--- config.mk ---
export PLATFORM = sky130hd
export DESIGN_NAME = ysyx_22040729_alu_seq_divider
export DESIGN_NICKNAME = d
export VERILOG_FILES = /design/src/rtl/ysyx_22040729_alu_seq_divider_pkg.sv /design/src/rtl/ysyx_22040729_div_step.sv /design/src/rtl/ysyx_22040729_alu_seq_divider.sv
export SDC_FILE = /design/constraint.sdc
export NUM_CORES = 2
export LEC_CHECK = 0
export ABC_CLOCK_PERIOD_IN_PS = 10910
export CAP_MARGIN = 30
export CORE_AREA = 2 2 222 224
export DETAILED_ROUTE_END_ITERATION = 6
export DIE_AREA = 0 0 224 226
export MAX_ROUTING_LAYER = met4
export PLACE_DENSITY_LB_ADDON = 0.08
export SETUP_SLACK_MARGIN = 0.3
export SYNTH_ARGS = -nofsm -noshare
export SYNTH_HDL_FRONTEND = slang
export SYNTH_SLANG_ARGS = --single-unit
export TNS_END_PERCENT = 5
--- constraint.sdc ---
create_clock -name clk -period 10.91 [get_ports clk]
set_input_delay 2.182 -clock clk [delete_from_list [all_inputs] [get_ports clk]]
set_output_delay 2.182 -clock clk [all_outputs]
set_load 0.005 [all_outputs]
--- src/rtl/ysyx_22040729_alu_seq_divider_pkg.sv ---
// Shared types and constants for the sequential radix-2 divider.
package ysyx_22040729_alu_seq_divider_pkg;

  typedef enum logic [1:0] {
    IDLE,
    BUSY,
    DONE
  } state_e;

  localparam int WORD_W = 32;

  // Wide enough to hold the iteration count N itself, not just N-1.
  function automatic int cnt_width(input int width);
    return $clog2(width + 1);
  endfunction

endpackage

--- src/rtl/ysyx_22040729_div_step.sv ---
// One restoring-division iteration: shift {rem,quo} left, trial-subtract, select.
module ysyx_22040729_div_step
  import ysyx_22040729_alu_seq_divider_pkg::*;
#(
  parameter int WIDTH = 64
) (
  input  logic [WIDTH-1:0] rem_i,
  input  logic [WIDTH-1:0] quo_i,
  input  logic [WIDTH-1:0] divisor_i,
  output logic [WIDTH-1:0] rem_o,
  output logic [WIDTH-1:0] quo_o
);

  logic [WIDTH:0] partial;
  logic           fits;

  always_comb begin
    // The shifted remainder needs one extra bit before the trial subtract.
    partial = {rem_i, quo_i[WIDTH-1]};
    fits    = partial >= {1'b0, divisor_i};
    rem_o   = fits ? (partial[WIDTH-1:0] - divisor_i) : partial[WIDTH-1:0];
    quo_o   = {quo_i[WIDTH-2:0], fits};
  end

endmodule

--- src/rtl/ysyx_22040729_alu_seq_divider.sv ---
// Multi-cycle radix-2 restoring divider with RISC-V signed/unsigned/word semantics.
module ysyx_22040729_alu_seq_divider
  import ysyx_22040729_alu_seq_divider_pkg::*;
#(
  parameter int WIDTH = 64
) (
  input  logic             clk,
  input  logic             rst,
  input  logic             flush,
  input  logic             in_valid,
  output logic             in_ready,
  input  logic             in_signed,
  input  logic             in_word,
  input  logic [WIDTH-1:0] in_dividend,
  input  logic [WIDTH-1:0] in_divisor,
  output logic             out_valid,
  input  logic             out_ready,
  output logic [WIDTH-1:0] out_quotient,
  output logic [WIDTH-1:0] out_remainder
);

  localparam int               CNT_W        = cnt_width(WIDTH);
  localparam int               WORD_SHIFT   = WIDTH - WORD_W;
  localparam logic [WIDTH-1:0] FULL_MIN     = {1'b1, {(WIDTH-1){1'b0}}};
  localparam logic [WIDTH-1:0] WORD_MIN_EXT = ~WIDTH'(32'h7FFF_FFFF);

  function automatic logic [WIDTH-1:0] sext_word(input logic [WIDTH-1:0] x);
    return WIDTH'(signed'(x[WORD_W-1:0]));
  endfunction

  state_e           state_q, state_d;
  logic [CNT_W-1:0] cnt_q, cnt_d;
  logic [WIDTH-1:0] rem_q, rem_d, quo_q, quo_d, dvs_q, dvs_d;
  logic [WIDTH-1:0] res_quo_q, res_quo_d, res_rem_q, res_rem_d;
  logic             neg_quo_q, neg_quo_d, neg_rem_q, neg_rem_d, word_q, word_d;

  logic [WIDTH-1:0] a_ext, b_ext, a_mag, b_mag;
  logic             a_neg, b_neg, div_zero, overflow, accept;
  logic [WIDTH-1:0] step_rem, step_quo, quo_fix, rem_fix;
  logic [CNT_W-1:0] n_target;

  ysyx_22040729_div_step #(.WIDTH(WIDTH)) u_step (
    .rem_i    (rem_q),
    .quo_i    (quo_q),
    .divisor_i(dvs_q),
    .rem_o    (step_rem),
    .quo_o    (step_quo)
  );

  // Operand preparation and special-case detection on the live inputs.
  always_comb begin
    a_ext    = in_word ? (in_signed ? sext_word(in_dividend) : WIDTH'(in_dividend[WORD_W-1:0]))
                       : in_dividend;
    b_ext    = in_word ? (in_signed ? sext_word(in_divisor) : WIDTH'(in_divisor[WORD_W-1:0]))
                       : in_divisor;
    a_neg    = in_signed & a_ext[WIDTH-1];
    b_neg    = in_signed & b_ext[WIDTH-1];
    a_mag    = a_neg ? -a_ext : a_ext;
    b_mag    = b_neg ? -b_ext : b_ext;
    div_zero = (b_ext == '0);
    overflow = in_signed & (a_ext == (in_word ? WORD_MIN_EXT : FULL_MIN)) & (&b_ext);
  end

  // Word-mode results are always sign-extended from bit 31, even for divuw/remuw.
  always_comb begin
    quo_fix  = neg_quo_q ? -quo_q : quo_q;
    rem_fix  = neg_rem_q ? -rem_q : rem_q;
    n_target = word_q ? CNT_W'(WORD_W) : CNT_W'(WIDTH);
  end

  assign in_ready      = (state_q == IDLE);
  assign out_valid     = (state_q == DONE);
  assign out_quotient  = res_quo_q;
  assign out_remainder = res_rem_q;
  assign accept        = in_valid & in_ready & ~flush;

  // NOTE: every next-state signal gets a default first so no path leaves it unassigned (no latches).
  always_comb begin
    state_d   = state_q;
    cnt_d     = cnt_q;
    rem_d     = rem_q;
    quo_d     = quo_q;
    dvs_d     = dvs_q;
    res_quo_d = res_quo_q;
    res_rem_d = res_rem_q;
    neg_quo_d = neg_quo_q;
    neg_rem_d = neg_rem_q;
    word_d    = word_q;

    unique case (state_q)
      IDLE: begin
        if (accept) begin
          cnt_d     = '0;
          word_d    = in_word;
          neg_quo_d = a_neg ^ b_neg;
          neg_rem_d = a_neg;
          if (div_zero) begin
            res_quo_d = '1;
            res_rem_d = in_word ? sext_word(in_dividend) : in_dividend;
            state_d   = DONE;
          end else if (overflow) begin
            res_quo_d = a_ext;
            res_rem_d = '0;
            state_d   = DONE;
          end else begin
            rem_d   = '0;
            // Word operands sit in the upper half so they shift out first.
            quo_d   = in_word ? (a_mag << WORD_SHIFT) : a_mag;
            dvs_d   = b_mag;
            state_d = BUSY;
          end
        end
      end
      BUSY: begin
        if (cnt_q == n_target) begin
          res_quo_d = word_q ? sext_word(quo_fix) : quo_fix;
          res_rem_d = word_q ? sext_word(rem_fix) : rem_fix;
          state_d   = DONE;
        end else begin
          rem_d = step_rem;
          quo_d = step_quo;
          cnt_d = cnt_q + CNT_W'(1);
        end
      end
      DONE: begin
        if (out_ready) state_d = IDLE;
      end
      default: state_d = IDLE;
    endcase

    if (flush) state_d = IDLE;
  end

  // NOTE: sequential state uses non-blocking assignments so all registers update together.
  always_ff @(posedge clk or posedge rst) begin
    if (rst) begin
      state_q   <= IDLE;
      cnt_q     <= '0;
      rem_q     <= '0;
      quo_q     <= '0;
      dvs_q     <= '0;
      res_quo_q <= '0;
      res_rem_q <= '0;
      neg_quo_q <= 1'b0;
      neg_rem_q <= 1'b0;
      word_q    <= 1'b0;
    end else begin
      state_q   <= state_d;
      cnt_q     <= cnt_d;
      rem_q     <= rem_d;
      quo_q     <= quo_d;
      dvs_q     <= dvs_d;
      res_quo_q <= res_quo_d;
      res_rem_q <= res_rem_d;
      neg_quo_q <= neg_quo_d;
      neg_rem_q <= neg_rem_d;
      word_q    <= word_d;
    end
  end

endmodule

clock_nets.png
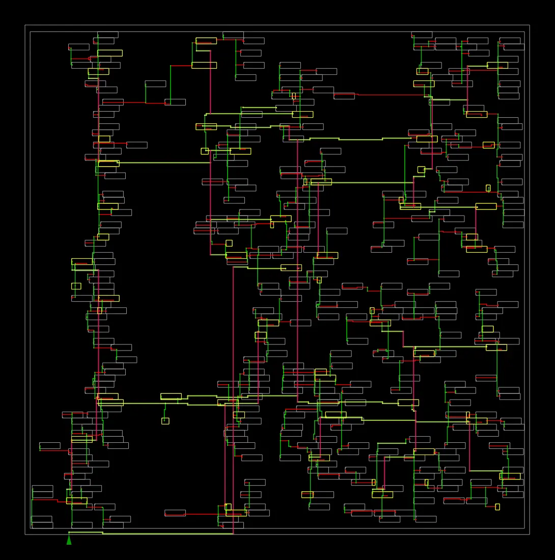
clk ins delay skew pair: 0.58 ns
# clk buffers: 55
P_clk: 1.35 mW

m4.png
Scale: 2 px per um. Supply wires on this layer in grey.
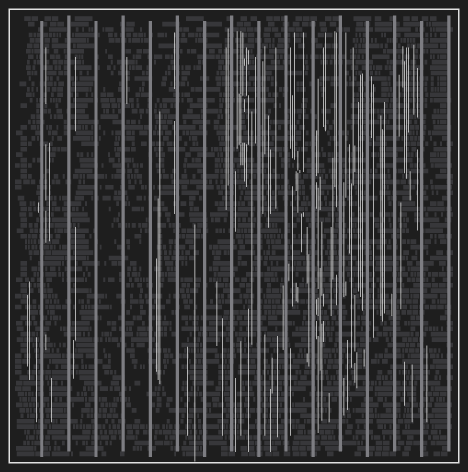
102 nets have wire on it. The layer carries 5,310 um of wire.

==> Slide: Implementation Results <==
Physical Implementation Snapshot

Worst setup path
  – Crit-path leading delay family: simple AND/OR/NAND/NOR gates
  – Setup CP Type: input pin to flop
  – Arrival time worst endpoint: 7.32 ns
  – Max stage delay on crit path: 0.64 ns
  – Worst path bufs/invs: 3
  – CP endpoint kind: flop
  – Critical Path Start: in_divisor[40]
  – Worst-path cell chain: clkdlybuf4s50_1, nor4_1, nand3_1, o41ai_2, nor3b_2, and2_1, buf_4, a31oi_1, or4_4, nand2_4, buf_4, o21ai_0, o22a_1
  – R2r startpoint: rem_q[17]$_DFFE_PP0P_

Finish
  – Top class by area: logic gates
  – Inverters: 122
  – Ant diodes: 1
  – Signal buf overhead: 10.16%
  – FILL cells: 4,358
  – Most frequent logic cell in the layout: nand2_1
  – Register area: 8308 um2
  – Layout clock area frac: 4.438%
  – Fin util: 61.00%
  – Buffers excl. clock: 301
  – Comb area share: 53.02%
  – Non-filler cells, final: 4,025
  – Area delta synth->final: 16.61%

Drt
  – DRC Markers: 0
  – Via count: 25,230
  – WL met2: 40,310 um
  – Met1 WL: 36,610 um
  – Top sig layer: met4
  – TritonRoute pass-1 iters: 6
  – Post-DR wirelength/cell: 21.91 um
  – Routed Antenna Nets: 0

CTS
  – Clock Path Buffers: 3
  – Root Buffer: clkbuf_16
  – CTS sink count: 332
  – Clock transition at path regs: 0.06 ns
  – Postcts setup bufs: 0
  – Hold Buf Count CTS: 0

Logic synthesis
  – Syn_area_per_cell: 7.791 um2
  – Mux area share: 1.272%
  – Yosys adder share: 3.592%
  – Synth top cells by count: nand2_1, o21ai_0, dfrtp_1
  – Ys cells: 3,246
  – Ys Warns: 0
  – Dominant kind of combinational cell: AND-OR/OR-AND gates
  – Ys flop type: dfrtp_1
  – Yosys simple share: 19.69%
  – Post-Syn Area: 25,290 um2

STA
  – Minimum clock period: 6.862 ns
  – Final Hold Fails: 0
  – RSZ-0062 raised after global routing: no
  – Worst slew pin tran: 1.002 ns
  – Worst rel slew slack: 32.60%
  – Final Max Slew Viols: 0
  – Setup-failing EPs final: 0
  – PnR worst setup slack: 4.048 ns

Placement
  – Dpl hpwl: 66,840 um
  – Pre-CTS WS: 3.594 ns
  – Placed inst area: 28,150 um2
  – GP Congestion: 0.9813
  – IO Port Bufs: 264
  – Placed cells: 3,953

Power and ir drop
  – Internal Power: 4.055 mW
  – Cell Pwr Density: 247.8 nW/um2
  – Leak pwr: 12.12 nW
  – Psw: 3.253 mW
  – Sequential power share: 30.1%
  – Power Sequential: 2.20 mW
  – Largest power group: combinational cells
  – Combinational share of power: 51.5%

Global routing
  – First-pass GRT wire length: 135,300 um
  – Met1 Track Usage GR: 44.36%
  – Initial antenna violation count: 0
  – GRT Max-Usage Layer: met2
  – Vias in the first global route: 23,650
  – Overflow after GRT: 0
  – GRT Resource Usage Total: 35.21%

Die
  – I/O pins: 265
  – Die width: 224 um
  – CORE AREA: 48,340 um2
  – Chip footprint: 50,620 um2
  – FP Rows: 81

Min path
  – Hold Startpoint: out_quotient[30]$_DFFE_PP0P_

Run status
  – Run status: finished, final reports clean

Flow run
  – Number of max-cap violations: 0
floorplan.png
Scale: 1.5 px per um. Pins as bars on the die edge. Tap cells in grey.
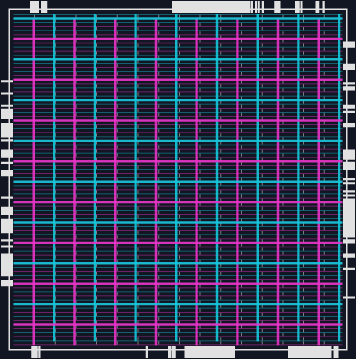
Cyan marks VDD. Magenta marks VSS.
622 tap cells. The core has 81 rows. 82 met1 rails follow the rows. 265 signal pins sit on the boundary. 16 straps on met5.

## kinds of logic (layout without fill, tap and decap cells)
kind of cell,count (synthesis),in the layout
compound gates,1098,1098
xor+xnor,301,301
fa+ha+maj,72,72
buf+inv,337,493
flops,332,332
mux,31,31
other cells,0,1
simple gates,1075,1075
## final timing paths
check | depth (start not counted) | slack, ns | to
worst max-delay path | 13 | 4.05 | out_remainder[44]$_DFFE_PP0P_
worst min-delay path | 2 | 0.47 | out_quotient[30]$_DFFE_PP0P_
worst max register to register | 11 | 6.58 | rem_q[62]$_DFFE_PP0P_
worst min register to register | 2 | 0.47 | out_quotient[30]$_DFFE_PP0P_
max in group asynchronous | 5 | 6.70 | dvs_q[61]$_DFFE_PP0P_
min in group asynchronous | 3 | 2.20 | out_quotient[13]$_DFFE_PP0P_
Power is estimated from default activity; no workload was simulated.
